==> config.mk <==
export PLATFORM = sky130hd
export DESIGN_NAME = bit_serializer
export DESIGN_NICKNAME = d
export VERILOG_FILES = /design/src/rtl/serdes_pkg.sv /design/src/rtl/bit_serializer.sv
export SDC_FILE = /design/constraint.sdc
export NUM_CORES = 1
export LEC_CHECK = 0
export ABC_AREA = 0
export CORE_UTILIZATION = 30
export CTS_BUF_LIST = sky130_fd_sc_hd__clkbuf_8
export CTS_CLUSTER_SIZE = 25
export DETAILED_ROUTE_END_ITERATION = 8
export SLEW_MARGIN = 0
export SYNTH_ARGS = -nofsm -noshare
export SYNTH_HDL_FRONTEND = slang
export SYNTH_SLANG_ARGS = --single-unit
==> constraint.sdc <==
create_clock -name clk -period 2.1 [get_ports clk]
set_clock_uncertainty 0.05 [all_clocks]
set_input_delay 0.42 -clock clk [delete_from_list [all_inputs] [get_ports clk]]
set_output_delay 0.42 -clock clk [all_outputs]
set_load 0.03 [all_outputs]
Fig. 1: the clock network
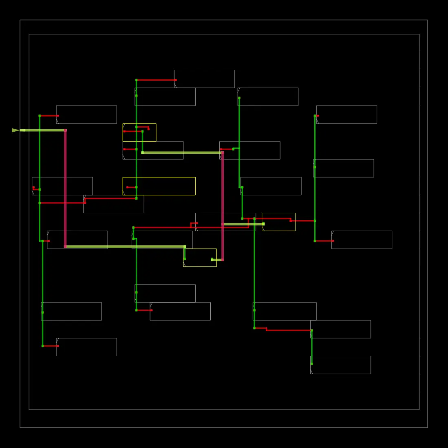
clock buffer count: 3
FF+latch count: 22
total clock buffers created by CTS: 3
power in the clock group: 0.000399 W

Fig. 2: wiring heat map
The die is cut into 12 by 12 equal tiles; dark purple is low, yellow is high, scaled to the fullest tile. Values are wire area over tile area, all layers added.
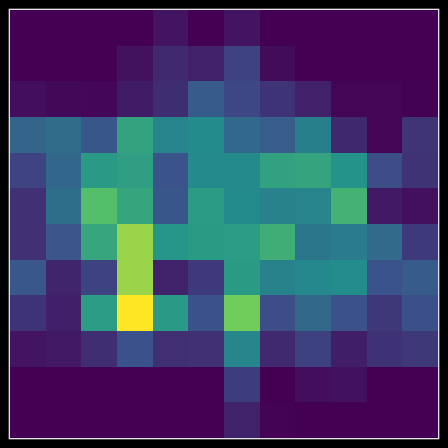
fullest tile: 0.44
emptiest ninth of the die: north-east
mean over tiles: 0.096
total wire length: 2320 um
all-layer global routing usage: 14.4%

Fig. 3: local utilization
Scale bar: 20 um. The die is cut into 6 by 6 equal tiles; dark purple is low, yellow is high, 0 to 100% covered.
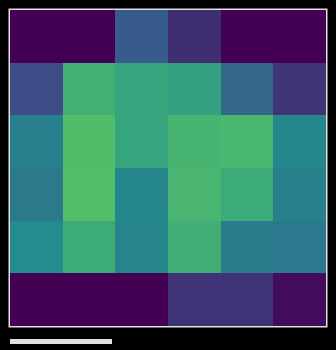
nearly empty tiles: 19%
mean over tiles: 36%
emptiest ninth of the die: north-east
fullest tile: 70%
standard cell core area: 3390 sq um
post-layout util: 42.8%

Fig. 4: routed metal, one color a layer
Only two layers are drawn.
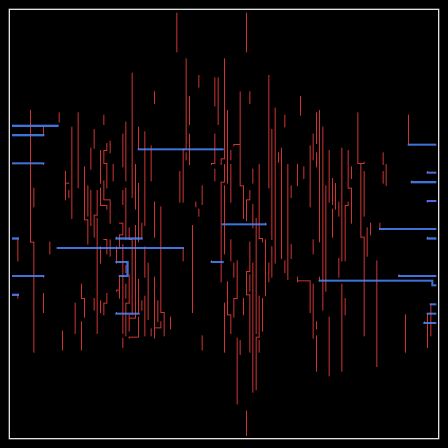
| color | layer | wire length |
|---|---|---|
| red | metal 2 | 1,120 um |
| blue | metal 3 | 115 um |
post-DR wirelength/cell: 13.4 um
vias: 869

==> tab_implementation.tex <==
% Auto-generated results table
\begin{tabular}{lr}
\hline
Metric & Value \\
\hline
\multicolumn{2}{l}{\textbf{Detailed routing}} \\
Met3 WL post-DR & 115 um \\
Highest routed metal layer & met4 \\
First-pass iteration count of the detailed router & 4 \\
DRC & 0 \\
Met1 layer wirelength in the final routing & 1060 um \\
Post-detailed-route count of antenna-violating nets & 0 \\
\multicolumn{2}{l}{\textbf{Global routing}} \\
Routing usage on met1 & 16.9\% \\
Layer with the highest usage after global routing & met2 \\
Met3 Use GR & 3.93\% \\
Total congestion overflow after global routing & 0 \\
Met2 track demand over resource in global routing & 24.8\% \\
First-pass GRT wire length & 3890 um \\
\multicolumn{2}{l}{\textbf{Critical path}} \\
Crit path max fanout & 8 \\
Slowest library cell on the worst path & sky130\_fd\_sc\_hd\_\_clkdlybuf4s50\_1 \\
Cell depth of the worst setup path & 3 \\
Worst-path cell chain & inv\_1, nand2\_1, clkdlybuf4s50\_1 \\
Crit Path Class & reg2out \\
\multicolumn{2}{l}{\textbf{Synthesis}} \\
Mapped Nets & 113 \\
Most frequent cells after synthesis & sky130\_fd\_sc\_hd\_\_dfrtp\_1 (22), sky130\_fd\_sc\_hd\_\_nand3\_1 (11), sky130\_fd\_sc\_hd\_\_a21oi\_1 (9), sky130\_fd\_sc\_hd\_\_mux2\_2 (8) \\
Count of instantiated cells in the yosys netlist & 99 \\
Most frequent cell after synthesis & sky130\_fd\_sc\_hd\_\_dfrtp\_1 \\
Largest area contributor in the synthesized netlist & sky130\_fd\_sc\_hd\_\_dfrtp\_1 \\
Largest type area fraction & 51.0\% \\
YS chip area & 1080 sq um \\
Post-synthesis register bit count & 22 \\
Share of cell area taken by muxes after synthesis & 9.27\% \\
Number of flops mapped to enable cells by yosys & 0 \\
Complex Gates by Area & 17.8\% \\
Synth Seq Share & 51.0\% \\
Post-synthesis share of cell area spent on full adders, half adders and majority gates & 2.32\% \\
Top post-synthesis cells by area & sky130\_fd\_sc\_hd\_\_dfrtp\_1 (51\%), sky130\_fd\_sc\_hd\_\_mux2\_2 (8.3\%), sky130\_fd\_sc\_hd\_\_a221o\_1 (6.5\%) \\
Largest non-sequential cell family by area & AND-OR/OR-AND gates \\
Async SR Flop Fraction & 100\% \\
\multicolumn{2}{l}{\textbf{Power}} \\
Net switching power & 0.000578 W \\
Reported leakage power & 0.628 nW \\
Post-layout power & 0.00176 W \\
Clock group share of total power & 22.7\% \\
Power Density & 1210 nW/um\^{}2 \\
Proportion of power drawn by combinational gates & 37.7\% \\
Switching share of power & 32.9\% \\
\multicolumn{2}{l}{\textbf{Layout}} \\
Fraction of area in multi-input gates & 33.5\% \\
Number of filler cells placed in the layout & 326 \\
Nets & 143 \\
Number of logic gates & 69 \\
Final clock-cell share & 4.91\% \\
Summed area of non-filler cells in the final layout & 1450 sq um \\
Share of post-route cells with drive strength above 1 & 19.5\% \\
\multicolumn{2}{l}{\textbf{Run status}} \\
Status & complete, no violations \\
\multicolumn{2}{l}{\textbf{Place}} \\
Final HPWL from detailed placement & 1650 um \\
Total of buffers placed on input and output ports & 19 \\
Dpl cells & 170 \\
Area of placed instances & 1380 sq um \\
\multicolumn{2}{l}{\textbf{Floorplan}} \\
X dimension of the die & 62.0 um \\
Number of rows created at floorplan & 21 \\
Tap cell instance count & 46 \\
FP Core Util & 31.9\% \\
\multicolumn{2}{l}{\textbf{Clock network}} \\
Htree depth & 1 \\
Number of buffers inserted to repair setup after CTS & 0 \\
Clock slew at the register clock pins of the worst setup and hold paths & 90 ps \\
CTS tree & yes \\
Post-cts repair resize count & 1 \\
\multicolumn{2}{l}{\textbf{Timing}} \\
Setup-failing EPs final & 0 \\
Cycle use final & 96.4\% \\
Min Tclk post-route & 2020 ps \\
Transition time of the tightest slew-check pin & 622 ps \\
\multicolumn{2}{l}{\textbf{Worst hold path}} \\
Path type of the worst min-delay path & in2async \\
\hline
\end{tabular}
Power and IR drop assume default switching activity.
